Figure 1. Gate-type map.
Drawn at 2 px/µm.
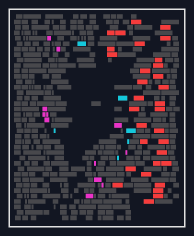
Figure 2. Congestion heat map.
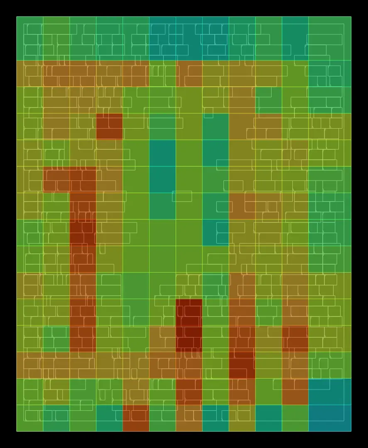
Figure 3. Close-up of the layout.
Region (31, 20) to (56, 45) µm. Cells in grey, sequential cells in the stronger grey; small squares are vias.
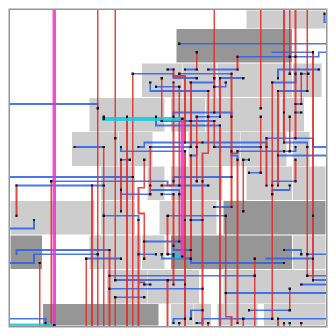
===== src/rtl/dmem_access_ctrl_if.sv =====
// Request/response signals of both data-memory requesters plus the memory strobe bus.
// The controller takes the slave view; requesters and the memory take the master view.
interface dmem_access_ctrl_if #(
  parameter int ADDR_W = 16,
  parameter int DATA_W = 16
);
  logic              p0_req;
  logic              p0_we;
  logic              p0_lb;
  logic [ADDR_W-1:0] p0_addr;
  logic [DATA_W-1:0] p0_wdata;
  logic              p0_ack;
  logic              p0_err;
  logic [DATA_W-1:0] p0_rdata;

  logic              p1_req;
  logic              p1_we;
  logic              p1_lb;
  logic [ADDR_W-1:0] p1_addr;
  logic [DATA_W-1:0] p1_wdata;
  logic              p1_ack;
  logic              p1_err;
  logic [DATA_W-1:0] p1_rdata;

  logic [ADDR_W-1:0] mem_addr;
  logic [DATA_W-1:0] mem_wdata;
  logic              mem_rd;
  logic              mem_wr;
  logic              mem_lb;
  logic [DATA_W-1:0] mem_rdata;

  modport slave (
    input  p0_req, p0_we, p0_lb, p0_addr, p0_wdata,
    output p0_ack, p0_err, p0_rdata,
    input  p1_req, p1_we, p1_lb, p1_addr, p1_wdata,
    output p1_ack, p1_err, p1_rdata,
    output mem_addr, mem_wdata, mem_rd, mem_wr, mem_lb,
    input  mem_rdata
  );

  modport master (
    output p0_req, p0_we, p0_lb, p0_addr, p0_wdata,
    input  p0_ack, p0_err, p0_rdata,
    output p1_req, p1_we, p1_lb, p1_addr, p1_wdata,
    input  p1_ack, p1_err, p1_rdata,
    input  mem_addr, mem_wdata, mem_rd, mem_wr, mem_lb,
    output mem_rdata
  );
endinterface


===== src/rtl/dmem_access_ctrl.sv =====
// Round-robin two-port arbiter and SETUP/STROBE/RESP sequencer for the data memory,
// with range checking and per-port read-data holding registers.
module dmem_access_ctrl #(
  parameter int MEM_BYTES = 32,
  parameter int ADDR_W    = 16,
  parameter int DATA_W    = 16
) (
  input  logic              clk,
  input  logic              rst_n,
  dmem_access_ctrl_if.slave bus,
  output logic              busy
);

  typedef enum logic [1:0] {IDLE, SETUP, STROBE, RESP} state_t;

  localparam logic [ADDR_W-1:0] LAST_BYTE = ADDR_W'(MEM_BYTES - 1);
  localparam logic [ADDR_W-1:0] LAST_WORD = ADDR_W'(MEM_BYTES - 2);

  state_t            state, state_nxt;
  logic              ptr;
  logic              gnt;
  logic              gnt_nxt;
  logic              take;
  logic              lat_we;
  logic              lat_lb;
  logic [ADDR_W-1:0] lat_addr;
  logic [DATA_W-1:0] lat_wdata;
  logic              err_q;
  logic              legal;
  logic [DATA_W-1:0] rdata0;
  logic [DATA_W-1:0] rdata1;

  // ptr names the preferred port when both request; a lone requester always wins.
  always_comb begin
    take    = bus.p0_req | bus.p1_req;
    gnt_nxt = (bus.p0_req & bus.p1_req) ? ptr : bus.p1_req;
    legal   = lat_lb ? (lat_addr <= LAST_BYTE) : (lat_addr <= LAST_WORD);
  end

  always_ff @(posedge clk or negedge rst_n) begin
    if (!rst_n) state <= IDLE;
    else        state <= state_nxt;
  end

  always_comb begin
    state_nxt = state;
    unique case (state)
      IDLE:    if (take) state_nxt = SETUP;
      SETUP:   state_nxt = legal ? STROBE : RESP;
      STROBE:  state_nxt = RESP;
      RESP:    state_nxt = IDLE;
      default: state_nxt = IDLE;
    endcase
  end

  // lb is only meaningful on loads, so it is masked at latch time.
  always_ff @(posedge clk or negedge rst_n) begin
    if (!rst_n) begin
      ptr       <= 1'b0;
      gnt       <= 1'b0;
      lat_we    <= 1'b0;
      lat_lb    <= 1'b0;
      lat_addr  <= '0;
      lat_wdata <= '0;
      err_q     <= 1'b0;
      rdata0    <= '0;
      rdata1    <= '0;
    end else begin
      unique case (state)
        IDLE: begin
          if (take) begin
            gnt <= gnt_nxt;
            ptr <= ~gnt_nxt;
            if (gnt_nxt) begin
              lat_we    <= bus.p1_we;
              lat_lb    <= bus.p1_lb & ~bus.p1_we;
              lat_addr  <= bus.p1_addr;
              lat_wdata <= bus.p1_wdata;
            end else begin
              lat_we    <= bus.p0_we;
              lat_lb    <= bus.p0_lb & ~bus.p0_we;
              lat_addr  <= bus.p0_addr;
              lat_wdata <= bus.p0_wdata;
            end
          end
        end
        SETUP: begin
          err_q <= ~legal;
          if (!legal) begin
            if (gnt) rdata1 <= '0;
            else     rdata0 <= '0;
          end
        end
        STROBE: begin
          if (!lat_we) begin
            if (gnt) rdata1 <= bus.mem_rdata;
            else     rdata0 <= bus.mem_rdata;
          end
        end
        default: ;
      endcase
    end
  end

  always_comb begin
    bus.mem_addr  = lat_addr;
    bus.mem_wdata = lat_wdata;
    bus.mem_lb    = lat_lb;
    bus.mem_rd    = (state == STROBE) & ~lat_we;
    bus.mem_wr    = (state == STROBE) &  lat_we;
    bus.p0_ack    = (state == RESP) & ~gnt;
    bus.p1_ack    = (state == RESP) &  gnt;
    bus.p0_err    = (state == RESP) & ~gnt & err_q;
    bus.p1_err    = (state == RESP) &  gnt & err_q;
    bus.p0_rdata  = rdata0;
    bus.p1_rdata  = rdata1;
    busy          = (state != IDLE);
  end

endmodule


===== src/flat_wrapper.sv =====
// flat-port wrapper written by rule: the top's interface ports become plain ports
module dmem_access_ctrl_flat 
#(
  parameter int MEM_BYTES = 32,
  parameter int ADDR_W    = 16,
  parameter int DATA_W    = 16
)
  (clk, rst_n, busy, bus_p0_req, bus_p0_we, bus_p0_lb, bus_p0_addr, bus_p0_wdata, bus_p0_ack, bus_p0_err, bus_p0_rdata, bus_p1_req, bus_p1_we, bus_p1_lb, bus_p1_addr, bus_p1_wdata, bus_p1_ack, bus_p1_err, bus_p1_rdata, bus_mem_addr, bus_mem_wdata, bus_mem_rd, bus_mem_wr, bus_mem_lb, bus_mem_rdata);
  dmem_access_ctrl_if #(.ADDR_W(ADDR_W), .DATA_W(DATA_W)) bus_i ();
  input  logic clk;
  input  logic rst_n;
  output logic busy;
  input wire logic [$bits(bus_i.p0_req)-1:0] bus_p0_req;
  input wire logic [$bits(bus_i.p0_we)-1:0] bus_p0_we;
  input wire logic [$bits(bus_i.p0_lb)-1:0] bus_p0_lb;
  input wire logic [$bits(bus_i.p0_addr)-1:0] bus_p0_addr;
  input wire logic [$bits(bus_i.p0_wdata)-1:0] bus_p0_wdata;
  output wire logic [$bits(bus_i.p0_ack)-1:0] bus_p0_ack;
  output wire logic [$bits(bus_i.p0_err)-1:0] bus_p0_err;
  output wire logic [$bits(bus_i.p0_rdata)-1:0] bus_p0_rdata;
  input wire logic [$bits(bus_i.p1_req)-1:0] bus_p1_req;
  input wire logic [$bits(bus_i.p1_we)-1:0] bus_p1_we;
  input wire logic [$bits(bus_i.p1_lb)-1:0] bus_p1_lb;
  input wire logic [$bits(bus_i.p1_addr)-1:0] bus_p1_addr;
  input wire logic [$bits(bus_i.p1_wdata)-1:0] bus_p1_wdata;
  output wire logic [$bits(bus_i.p1_ack)-1:0] bus_p1_ack;
  output wire logic [$bits(bus_i.p1_err)-1:0] bus_p1_err;
  output wire logic [$bits(bus_i.p1_rdata)-1:0] bus_p1_rdata;
  output wire logic [$bits(bus_i.mem_addr)-1:0] bus_mem_addr;
  output wire logic [$bits(bus_i.mem_wdata)-1:0] bus_mem_wdata;
  output wire logic [$bits(bus_i.mem_rd)-1:0] bus_mem_rd;
  output wire logic [$bits(bus_i.mem_wr)-1:0] bus_mem_wr;
  output wire logic [$bits(bus_i.mem_lb)-1:0] bus_mem_lb;
  input wire logic [$bits(bus_i.mem_rdata)-1:0] bus_mem_rdata;
  assign bus_i.p0_req = bus_p0_req;
  assign bus_i.p0_we = bus_p0_we;
  assign bus_i.p0_lb = bus_p0_lb;
  assign bus_i.p0_addr = bus_p0_addr;
  assign bus_i.p0_wdata = bus_p0_wdata;
  assign bus_p0_ack = bus_i.p0_ack;
  assign bus_p0_err = bus_i.p0_err;
  assign bus_p0_rdata = bus_i.p0_rdata;
  assign bus_i.p1_req = bus_p1_req;
  assign bus_i.p1_we = bus_p1_we;
  assign bus_i.p1_lb = bus_p1_lb;
  assign bus_i.p1_addr = bus_p1_addr;
  assign bus_i.p1_wdata = bus_p1_wdata;
  assign bus_p1_ack = bus_i.p1_ack;
  assign bus_p1_err = bus_i.p1_err;
  assign bus_p1_rdata = bus_i.p1_rdata;
  assign bus_mem_addr = bus_i.mem_addr;
  assign bus_mem_wdata = bus_i.mem_wdata;
  assign bus_mem_rd = bus_i.mem_rd;
  assign bus_mem_wr = bus_i.mem_wr;
  assign bus_mem_lb = bus_i.mem_lb;
  assign bus_i.mem_rdata = bus_mem_rdata;
  dmem_access_ctrl #(.MEM_BYTES(MEM_BYTES), .ADDR_W(ADDR_W), .DATA_W(DATA_W)) u_core (.clk(clk), .rst_n(rst_n), .bus(bus_i), .busy(busy));
endmodule

===== config.mk =====
export PLATFORM = sky130hd
export DESIGN_NAME = dmem_access_ctrl_flat
export DESIGN_NICKNAME = d
export VERILOG_FILES = /design/src/rtl/dmem_access_ctrl_if.sv /design/src/rtl/dmem_access_ctrl.sv /design/src/flat_wrapper.sv
export SDC_FILE = /design/constraint.sdc
export NUM_CORES = 1
export LEC_CHECK = 0
export ABC_CLOCK_PERIOD_IN_PS = 2009
export CORE_ASPECT_RATIO = 1.25
export CORE_MARGIN = 1.5
export CORE_UTILIZATION = 36
export CTS_CLUSTER_DIAMETER = 50
export DETAILED_ROUTE_END_ITERATION = 8
export GPL_TIMING_DRIVEN = 0
export PLACE_DENSITY = 0.87
export REMOVE_ABC_BUFFERS = 1
export SETUP_SLACK_MARGIN = 0.5
export SYNTH_ARGS = -nofsm -noshare
export SYNTH_HDL_FRONTEND = slang
export SYNTH_SLANG_ARGS = --single-unit

===== constraint.sdc =====
create_clock -name clk -period 2.01 [get_ports clk]
set_input_delay 0.201 -clock clk [delete_from_list [all_inputs] [get_ports clk]]
set_output_delay 0.201 -clock clk [all_outputs]
set_load 0.02 [all_outputs]

==> results.json <==
{
  "finalWorstSetupSlack_ns": -0.212,
  "cp_data_required_time_ns": 2.23,
  "cts_setup_buffers": 12,
  "powerDensity_nw_per_um2": 1530,
  "route.met3.wl_um": 807,
  "clock-sinks": 71,
  "rsz0062_at_grt": "yes",
  "top_area_cell": "dfrtp_1",
  "num_rows": 38,
  "ys_ff": 71,
  "inv_count": 38,
  "holdCritPathClass": "in2async",
  "internal_power_mw": 5.04,
  "power.group.top": "combinational cells",
  "hold_slack_ns": -0.00747,
  "ys_warn_count": 0,
  "nWellTaps": 120,
  "syn2layout_area_growth_pct": 72.9,
  "cts_root_buf": "clkbuf_8",
  "cap_viol_max_count": 0,
  "comb_power_mw": 4.98,
  "nonClkBufAreaFrac_pct": 34.4,
  "yosysSeqAreaShare_pct": 56.0,
  "seq_area_um2": 1780,
  "yosys.area_share.adder_pct": 1.58,
  "pg_seq_mw": 2.37,
  "clkbuf_count": 15,
  "arrival_ns": 2.44,
  "grt_max_degree": 72,
  "hold_viol_final": 11,
  "switching_share_pct": 39.9,
  "synth_area_um2": 3170,
  "cts_resized": 99,
  "fmax_mhz": 450,
  "use_met3_pct": 5.27,
  "cts_tree": "done",
  "met1_usage_pct": 23.7,
  "die_w_um": 87.0,
  "drv_slew": 0,
  "endpoint_kind": "flip-flop",
  "slowest_delay_ns": 0.55,
  "dpl-instance-area_um2": 4880,
  "critPathMaxFanout": 8,
  "combPwrFrac_pct": 59.4,
  "ys_sh_mux_pct": 13.7,
  "leakage_nw": 2.90,
  "ys_cells": 246,
  "yosysMostFrequentCell": "dfrtp_1",
  "final_util_pct": 63.8,
  "worstSetupPathType": "reg2reg",
  "h-tree-depth": 3,
  "vias": 2873,
  "antenna_cells": 0,
  "ios": 160,
  "clk_pin_slew_ns": 0.07,
  "comb_cells": 125,
  "edf_count": 0,
  "first_pass_iters": 6,
  "hpwl_um": 6250,
  "power_frac_clock_pct": 12.4,
  "path_buffers": 1,
  "design_area_um2": 5490,
  "slowest_stage": "or4_4",
  "cts_buffers": 9,
  "grt_pass1_vias": 3052,
  "setup_viol": 32,
  "place_ws_ns": -0.505,
  "pg_clk_mw": 1.04,
  "chipArea_um2": 9390,
  "async_flop_share_pct": 100,
  "tool_warnings": 30,
  "fillers": 673,
  "flop_cell": "dfrtp_1",
  "nNonClkBuffers": 185,
  "period_used_pct": 111,
  "fin_crit_ns": 2.22,
  "area_leaders": "dfrtp_1 (56%), a222oi_1 (10%), mux2_4 (9.5%), inv_1 (4.5%), mux2_2 (4.3%)",
  "drive_gt1_share_pct": 24.2,
  "p_seq_share_pct": 28.3,
  "top_area_cell_class": "non-clock buffers",
  "die_h_um": 108,
  "route.met2.wl_um": 5230,
  "ys_sh_aoi_pct": 14.2,
  "simple_gate_share_pct": 7.45,
  "finalPower_mw": 8.38,
  "grt_pass1_wl_um": 14900,
  "wl_um": 10000,
  "synth.distinct_cells": 31,
  "clockBufferDepth": 2,
  "top_cell_area_share_pct": 56.0,
  "place_inst": 514,
  "cts_hold_buf": 0,
  "insertion_delay_ns": 0.34,
  "ys_top_logic_family": "AND-OR/OR-AND gates",
  "status": "finished with violations",
  "start_kind": "flip-flop",
  "grtUsageMet2_pct": 36.2,
  "final_cell_mix": "clkdlybuf4s50_1 (86), dfrtp_1 (69), dlygate4sd2_1 (60)",
  "fp_util_pct": 36.9,
  "finalSetupTns_ns": -5.58,
  "layout.nets": 522,
  "highest_layer": "met4",
  "synthXorXnorAreaFrac_pct": 0,
  "seq_cells": 71,
  "tightest_slew_ns": 0.912,
  "antenna_found_initial": 0,
  "met1_length_um": 3850,
  "clk_share_pct": 3.21,
  "critPathTopFamily": "simple AND/OR/NAND/NOR gates",
  "syn_area_per_cell_um2": 12.9,
  "globalplace.congestion": 0.751,
  "drc": 0,
  "ant_nets": 0,
  "portBuffers": 159,
  "slew_headroom_pct": 39.2,
  "yosys_area_um2": 3170,
  "grt_overflow": 0,
  "core_um2": 8610,
  "viasPerCell": 5.19,
  "violations": "hold timing, setup timing",
  "skew_ns": 0.00401,
  "drt-initial-drc-count": 296,
  "switchingPower_mw": 3.34,
  "seq_share_pct": 32.4,
  "synth_cells": 246,
  "ir_worst_vdd_mv": 0.714,
  "path_cells": "or4_4 -> or3b_4 -> o21ai_4 -> clkbuf_16 -> mux2_4",
  "common_cells": "dfrtp_1 (71), inv_1 (38), a222oi_1 (33)",
  "comb_area_um2": 1340
}
Notes on Figure 1 above:
| colour | family | cells |
|---|---|---|
| cyan | NOR gates | 6 |
| red | multiplexers | 32 |
| magenta | NAND gates | 12 |
Post-Layout Cell Count: 554
Comb/total area: 24.5%
dominant logic cell type in the layout: clkdlybuf4s50_1

Notes on Figure 2 above:
GR peak layer: met2
GRT Util Overall: 20.7%
post-DR wirelength/cell: 18.1 µm

Notes on Figure 3 above:
| colour | layer |
|---|---|
| red | metal 2 |
| cyan | metal 3 |
| magenta | metal 4 |
| blue | metal 1 |
most frequent: buf_6 (3), buf_4 (3), dfrtp_1 (3)
cells with their middle in the window: 35
sequential cells in the window: 4

[worst paths after layout]
path	slack (ns)	start	to	cells after the start
worst max register to register	-0.21	u_core.bus.mem_addr[6]	u_core.bus.p0_rdata[11]	5
min in group clk	0.47	bus_p0_lb	u_core.bus.mem_lb	3
max in group asynchronous	1.37	rst_n	u_core.state[1]	1
worst min register to register	0.49	u_core.bus.mem_wdata[11]	u_core.bus.mem_wdata[11]	2
worst max-delay path	-0.21	u_core.bus.mem_addr[6]	u_core.bus.p0_rdata[11]	5
worst min-delay path	-0.007	rst_n	u_core.bus.p0_rdata[7]	1
